met1.png
Scale bar: 20 µm. Supply wires on this layer in grey.
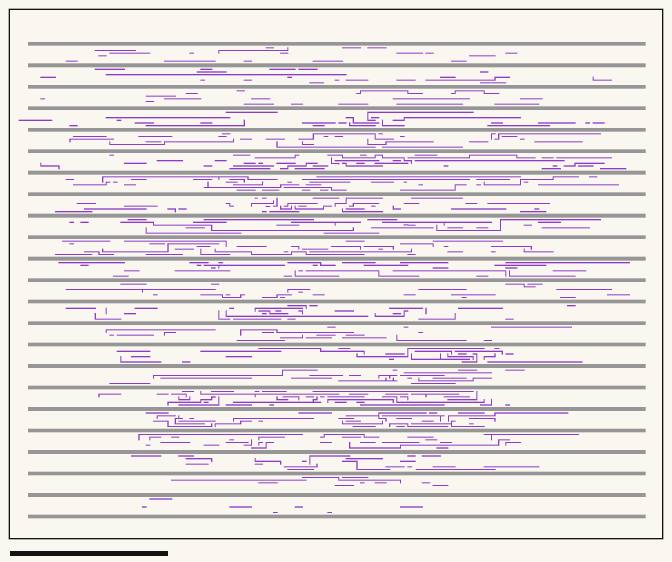
met2.png
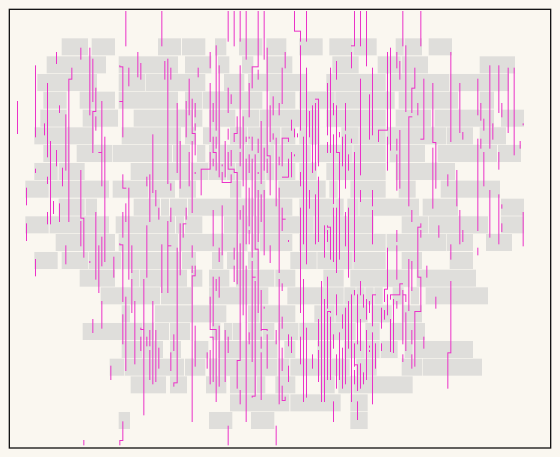
### src/rtl/display_pkg.sv
// -----------------------------------------------------------------------------
// display_pkg
//   Shared constants and helpers for the multiplexed seven-segment scanner.
//
//   Contents:
//     BCD_W       width of one BCD digit code
//     BLANK_CODE  digit code the downstream decoder renders as an unlit digit
//     MIN_DIGITS  smallest supported number of multiplexed digits
//     MAX_DIGITS  largest supported number of multiplexed digits
//     BCD_MAX     largest legal BCD digit value
//     bcd_invalid returns 1 when a nibble is not a legal BCD digit
// -----------------------------------------------------------------------------
package display_pkg;

    localparam int BCD_W      = 4;
    localparam int MIN_DIGITS = 2;
    localparam int MAX_DIGITS = 8;

    localparam logic [BCD_W-1:0] BLANK_CODE = 4'hF;
    localparam logic [BCD_W-1:0] BCD_MAX    = 4'd9;

    // A nibble above 9 cannot be shown as a decimal digit; the scanner turns
    // that into an error indication rather than passing garbage through.
    function automatic logic bcd_invalid(input logic [BCD_W-1:0] nib);
        return (nib > BCD_MAX);
    endfunction

endpackage

### src/rtl/scan_prescaler.sv
// -----------------------------------------------------------------------------
// scan_prescaler
//   Free-running modulo-SCAN_DIV counter that produces the digit-advance tick.
//   The counter runs 0 .. SCAN_DIV-1 and tick is high for the whole cycle in
//   which the counter sits at its terminal value, so the consumer sees exactly
//   one tick per SCAN_DIV clock cycles.
//
//   Parameters:
//     SCAN_DIV  clk cycles per tick period (minimum 2)
//
//   Ports:
//     clk    in   single clock, rising edge
//     rst_n  in   asynchronous active-low reset; counter returns to 0
//     tick   out  high during the terminal-count cycle
// -----------------------------------------------------------------------------
module scan_prescaler #(
    parameter int SCAN_DIV = 50000
) (
    input  logic clk,
    input  logic rst_n,
    output logic tick
);

    localparam int CNT_W = (SCAN_DIV > 1) ? $clog2(SCAN_DIV) : 1;
    localparam logic [CNT_W-1:0] LAST_CNT = CNT_W'(SCAN_DIV - 1);

    logic [CNT_W-1:0] cnt_q;
    logic [CNT_W-1:0] cnt_d;

    always_comb begin
        cnt_d = cnt_q + CNT_W'(1);
        if (cnt_q == LAST_CNT) begin
            cnt_d = '0;
        end
    end

    always_ff @(posedge clk or negedge rst_n) begin
        if (!rst_n) begin
            cnt_q <= '0;
        end else begin
            cnt_q <= cnt_d;
        end
    end

    assign tick = (cnt_q == LAST_CNT);

endmodule

### src/rtl/display_scanner.sv
// -----------------------------------------------------------------------------
// display_scanner
//   Time-multiplexed driver for DIGITS seven-segment digits. A BCD value is
//   captured into a shadow register on load and promoted to the displayed
//   (active) register only at a frame boundary, so a frame never mixes digits
//   from two different values.
//
//   Optional build macro:
//     LEADING_ZERO_BLANK_EN  blank (Y = BLANK_CODE) zero digits above the most
//                            significant nonzero digit; digit 0 is never
//                            blanked and nothing is blanked while ErrorFlag=1.
//
//   Parameters:
//     DIGITS    number of multiplexed digits (2..8)
//     SCAN_DIV  clk cycles each digit is held (minimum 2)
//
//   Ports:
//     clk        in   single clock, rising edge
//     rst_n      in   asynchronous active-low reset
//     load       in   one-cycle strobe capturing value_in and err_in
//     value_in   in   packed BCD value, nibble 0 = least significant digit
//     err_in     in   error indication captured together with value_in
//     ready      out  high when no captured value is waiting for a frame
//     Y          out  digit code for the seven-segment decoder
//     ErrorFlag  out  error indication for the decoder
//     digit_sel  out  active-low one-cold digit enable
//
//   Handshake: load/ready is a status handshake, not a blocking one. A load is
//   accepted in every cycle regardless of ready; ready only reports that the
//   last captured value has already reached the display. Loads issued while
//   ready=0 overwrite the waiting value, so only the latest one is shown.
// -----------------------------------------------------------------------------
module display_scanner
    import display_pkg::*;
#(
    parameter int DIGITS   = 4,
    parameter int SCAN_DIV = 50000
) (
    input  logic                    clk,
    input  logic                    rst_n,
    input  logic                    load,
    input  logic [BCD_W*DIGITS-1:0] value_in,
    input  logic                    err_in,
    output logic                    ready,
    output logic [BCD_W-1:0]        Y,
    output logic                    ErrorFlag,
    output logic [DIGITS-1:0]       digit_sel
);

    localparam int IDX_W = (DIGITS > 1) ? $clog2(DIGITS) : 1;
    localparam int VAL_W = BCD_W * DIGITS;
    localparam logic [IDX_W-1:0] LAST_IDX = IDX_W'(DIGITS - 1);

    // -------------------------------------------------------------------------
    // State
    // -------------------------------------------------------------------------
    logic             tick;
    logic             frame_wrap;

    logic [IDX_W-1:0] idx_q;
    logic [IDX_W-1:0] idx_d;
    logic [VAL_W-1:0] shadow_q;
    logic [VAL_W-1:0] shadow_d;
    logic             shadow_err_q;
    logic             shadow_err_d;
    logic [VAL_W-1:0] active_q;
    logic [VAL_W-1:0] active_d;
    logic             active_err_q;
    logic             active_err_d;
    logic             pending_q;
    logic             pending_d;

    // -------------------------------------------------------------------------
    // Digit-rate tick
    // -------------------------------------------------------------------------
    scan_prescaler #(
        .SCAN_DIV (SCAN_DIV)
    ) u_prescaler (
        .clk   (clk),
        .rst_n (rst_n),
        .tick  (tick)
    );

    // The tick that moves idx from the last digit back to digit 0 is the only
    // point where a new value may enter the display.
    assign frame_wrap = tick && (idx_q == LAST_IDX);

    // -------------------------------------------------------------------------
    // Next-state logic
    // -------------------------------------------------------------------------
    always_comb begin
        idx_d        = idx_q;
        shadow_d     = shadow_q;
        shadow_err_d = shadow_err_q;
        active_d     = active_q;
        active_err_d = active_err_q;
        pending_d    = pending_q;

        if (tick) begin
            if (idx_q == LAST_IDX) begin
                idx_d = '0;
            end else begin
                idx_d = idx_q + IDX_W'(1);
            end
        end

        // Promotion reads the shadow as it was before this edge, so a load in
        // the same cycle still sends the older value to the display.
        if (frame_wrap && pending_q) begin
            active_d     = shadow_q;
            active_err_d = shadow_err_q;
            pending_d    = 1'b0;
        end

        // Placed after the promotion so a coincident load leaves pending set.
        if (load) begin
            shadow_d     = value_in;
            shadow_err_d = err_in;
            pending_d    = 1'b1;
        end
    end

    always_ff @(posedge clk or negedge rst_n) begin
        if (!rst_n) begin
            idx_q        <= '0;
            shadow_q     <= '0;
            shadow_err_q <= 1'b0;
            active_q     <= '0;
            active_err_q <= 1'b0;
            pending_q    <= 1'b0;
        end else begin
            idx_q        <= idx_d;
            shadow_q     <= shadow_d;
            shadow_err_q <= shadow_err_d;
            active_q     <= active_d;
            active_err_q <= active_err_d;
            pending_q    <= pending_d;
        end
    end

    // -------------------------------------------------------------------------
    // Outputs: all decoded from idx_q and the active registers, so the enable
    // and the digit code move together on the edge after a tick.
    // -------------------------------------------------------------------------
    logic [BCD_W-1:0] act_nib [DIGITS];
    logic [BCD_W-1:0] y_raw;
    logic             any_bad;

    always_comb begin
        for (int i = 0; i < DIGITS; i++) begin
            act_nib[i] = active_q[i*BCD_W +: BCD_W];
        end
    end

    always_comb begin
        digit_sel = '1;
        y_raw     = '0;
        for (int i = 0; i < DIGITS; i++) begin
            if (idx_q == IDX_W'(i)) begin
                digit_sel[i] = 1'b0;
                y_raw        = act_nib[i];
            end
        end
    end

    // The error covers the whole frame, not just the offending digit.
    always_comb begin
        any_bad = 1'b0;
        for (int i = 0; i < DIGITS; i++) begin
            any_bad = any_bad | bcd_invalid(act_nib[i]);
        end
    end

    assign ErrorFlag = active_err_q | any_bad;
    assign ready     = ~pending_q;

`ifdef LEADING_ZERO_BLANK_EN
    // zero_above[i] is set when digit i and every digit above it are zero,
    // i.e. digit i is a leading zero.
    logic [DIGITS-1:0] zero_above;
    logic              zero_run;
    logic              blank;

    always_comb begin
        zero_run   = 1'b1;
        zero_above = '0;
        for (int i = DIGITS - 1; i >= 0; i--) begin
            zero_run      = zero_run & (act_nib[i] == '0);
            zero_above[i] = zero_run;
        end
    end

    // Digit 0 is left out of the search so an all-zero value still shows "0".
    always_comb begin
        blank = 1'b0;
        for (int i = 1; i < DIGITS; i++) begin
            if (idx_q == IDX_W'(i)) begin
                blank = zero_above[i];
            end
        end
    end

    // An error frame is shown raw so the fault stays visible.
    assign Y = (blank && !ErrorFlag) ? BLANK_CODE : y_raw;
`else
    assign Y = y_raw;
`endif

endmodule
### config.mk
export PLATFORM = sky130hd
export DESIGN_NAME = display_scanner
export DESIGN_NICKNAME = d
export VERILOG_FILES = /design/src/rtl/display_pkg.sv /design/src/rtl/scan_prescaler.sv /design/src/rtl/display_scanner.sv
export SDC_FILE = /design/constraint.sdc
export NUM_CORES = 1
export LEC_CHECK = 0
export CAP_MARGIN = 30
export CORE_ASPECT_RATIO = 0.8
export CORE_MARGIN = 2
export CORE_UTILIZATION = 49
export DETAILED_ROUTE_END_ITERATION = 16
export GPL_TIMING_DRIVEN = 0
export PLACE_DENSITY = 0.8
export SLEW_MARGIN = 10
export SYNTH_ARGS = -nofsm -noshare
export SYNTH_HDL_FRONTEND = slang
export SYNTH_SLANG_ARGS = --single-unit
export TNS_END_PERCENT = 20
### constraint.sdc
create_clock -name clk -period 1.93 [get_ports clk]
set_input_delay 0.386 -clock clk [delete_from_list [all_inputs] [get_ports clk]]
set_output_delay 0.386 -clock clk [all_outputs]
set_load 0.01 [all_outputs]
==> flow_summary.yaml <==
# physical design summary
outcome:
  run_status: "finished, violations left"
  failed_checks: "setup timing"
sta:
  fin_hold_ws_ns: 0.02437
  setup_slack_ns: -0.1543
  min_period_over_period: 1.080
  final-setup-viol-count: 5
  timing.max_slew.rel_slack: 0.6138
  fin_skew_ns: 0.006427
  tightest_slew_ns: 0.5793
  max_freq_mhz: 479.8
  grt_setup_unrepaired: "true"
  finalSetupTns_ns: -0.6103
  finalMaxSlewViolations: 0
  finalWorstPathRequiredPeriod_ns: 2.084
setup_path:
  worst-endpoint-arrival_ns: 1.70
  critical_path.startpoint_type: "register"
  criticalPathCategory: "reg -> out"
  data_required_time_at_the_worst_endpoint_ns: 1.54
  cp-startpoint: "idx_q[1]$_DFFE_PN0N_"
  crit_fanout: 6
  timing.critical_path.max_delay_family: "flip-flops"
  stage_delay_of_the_slowest_cell_on_the_critical_path_ns: 0.43
  cp_num_buf_inv: 2
yosys:
  yosys-dominant-comb-family: "multiplexers"
  yosys-stat-area_um2: 2419
  synth_top_flop_cell: "dfrtp_1"
  synth-simple-area-share: 0.1309
  synth.cellmix.compoundShare: 0.04346
  post_synth_mux_area_share: 0.1738
  yosysCellCount: 188
  yosys_register_bits: 53
floorplanning:
  vertical_die_dimension_um: 66.84
  chipArea_um2: 5518
global_routing:
  first_global_vias: 1562
  grt.total_usage: 0.1853
clock_network:
  cts-buffers-inserted: 5
  cts_sinks: 53
  clk_transition_reported_paths_ns: 0.09
drt:
  drt_pre_antenna_iters: 4
  routed_wire_length_per_instance_um: 15.42
finish:
  area_delta_synth_final_pct: 26.69
placement:
  io_buffers: 28
Notes on met1.png above:
main direction: horizontal
share of all routed wire: 47%
nets with wire on the layer: 238
wire length on this layer: 2180 µm

Notes on met2.png above:
nets with wire on the layer: 239
main direction: vertical
wire length on this layer: 2180 µm
share of all routed wire: 47%
post-detailed-routing wire length: 4642 µm
GR Layer Usage met2: 0.2732
Vias: 1621

[flip-flops by register name (all words and copies together) (netlist names)]
name	count
u_prescaler.cnt_q	16
idx_q	2
active_q	16
active_err_q	1
shadow_q	16
shadow_err_q	1
pending_q	1
[per-layer routing]
metal	share of wire	routed length (µm)	GRT usage	vias to the layer above
met5	0	0	0	-
met4	0.0058	27	0.04303	0
met3	0.054	252	0.04201	2
met2	0.47	2179	0.2732	42
met1	0.47	2183	0.2782	807
li1	-	-	-	770
[stage by stage]
step	util	area (µm²)	std cells
after floorplan	-	2419	188
after global placement	0.5928	2774	276
after detailed placement	0.5960	2789	277
after CTS	0.6374	2983	295
after global routing	0.6548	3064	301
final	0.6548	3064	301
[how the worst max path moves through the flow]
stage	to	slack [ns]	cells past startpoint
2_1_floorplan	active_err_q$_DFFE_PN0P_	0.06	7
3_3_place_gp	active_err_q$_DFFE_PN0P_	-1.05	1
3_5_place_dp	Y[1]	-0.39	6
4_1_cts	Y[1]	-0.16	7
5_1_grt	Y[3]	-0.26	6
6_report	Y[3]	-0.15	6
[cell type report]
class / count / area (µm²) / share of cell area
Clock inverter: 2 / 35.03 / 0.01143
Buffer: 6 / 48.80 / 0.01592
Clock buffer: 5 / 68.82 / 0.02246
Inverter: 8 / 30.03 / 0.009800
Sequential cell: 53 / 1328 / 0.4332
Multi-Input combinational cell: 121 / 1075 / 0.3508
Tap cell: 60 / 75.07 / 0.02450
Timing Repair Buffer: 46 / 404.1 / 0.1319
[where the power goes]
group	switching, mW	total (mW)	leakage, nW	internal (mW)
clock	0.329	0.706	0.0540	0.377
sequential	0.0195	1.16	0.681	1.14
combinational	0.0404	0.108	0.669	0.0675
total	0.389	1.98	1.40	1.59
[cell usage after synthesis, types with 2 or more instances]
library cell | count | share of area
dfrtp_1 | 53 | 0.55
mux2_2 | 24 | 0.11
nor2_1 | 15 | 0.023
mux2_4 | 10 | 0.062
inv_1 | 8 | 0.012
nand2_1 | 8 | 0.012
nand3_1 | 7 | 0.014
nand4_1 | 7 | 0.018
o21ai_0 | 7 | 0.014
xnor2_1 | 7 | 0.025
xor2_1 | 6 | 0.022
ha_1 | 5 | 0.026
a221oi_1 | 4 | 0.014
o31ai_1 | 4 | 0.012
and4_1 | 3 | 0.011
clkbuf_1 | 3 | 0.0047
nor2b_1 | 2 | 0.0052
or2_2 | 2 | 0.0052
[cells in the final DEF, fill, tap and decap left out, types with 5 or more instances in the layout]
cell / Yosys / routed
clkdlybuf4s50_1: 0 / 19
dfrtp_1: 53 / 52
nand4_1: 7 / 7
clkbuf_8: 0 / 5
mux2_4: 10 / 13
inv_2: 0 / 5
nand2_1: 8 / 8
nor2_1: 15 / 14
buf_2: 1 / 6
mux2_2: 24 / 21
xnor2_1: 7 / 7
nand3_1: 7 / 7
xor2_1: 6 / 6
buf_4: 1 / 16
[worst register-to-register path, stage by stage, from the launching register on]
cell and delay [ns]:
dfrtp_1 0.48, nor4b_4 0.38, nand4_4 0.16, nor3_4 0.27
buf_4 0.19, mux2_2 0.32
[what timing repair did]
action	4_1_cts	5_1_grt
buffers inserted	11	6
resized	36	12
setup endpoints to repair	27	33
hold buffers	0	0
pin swaps	7	8
Power figures rest on the tool's default switching activity, not on a simulated workload.
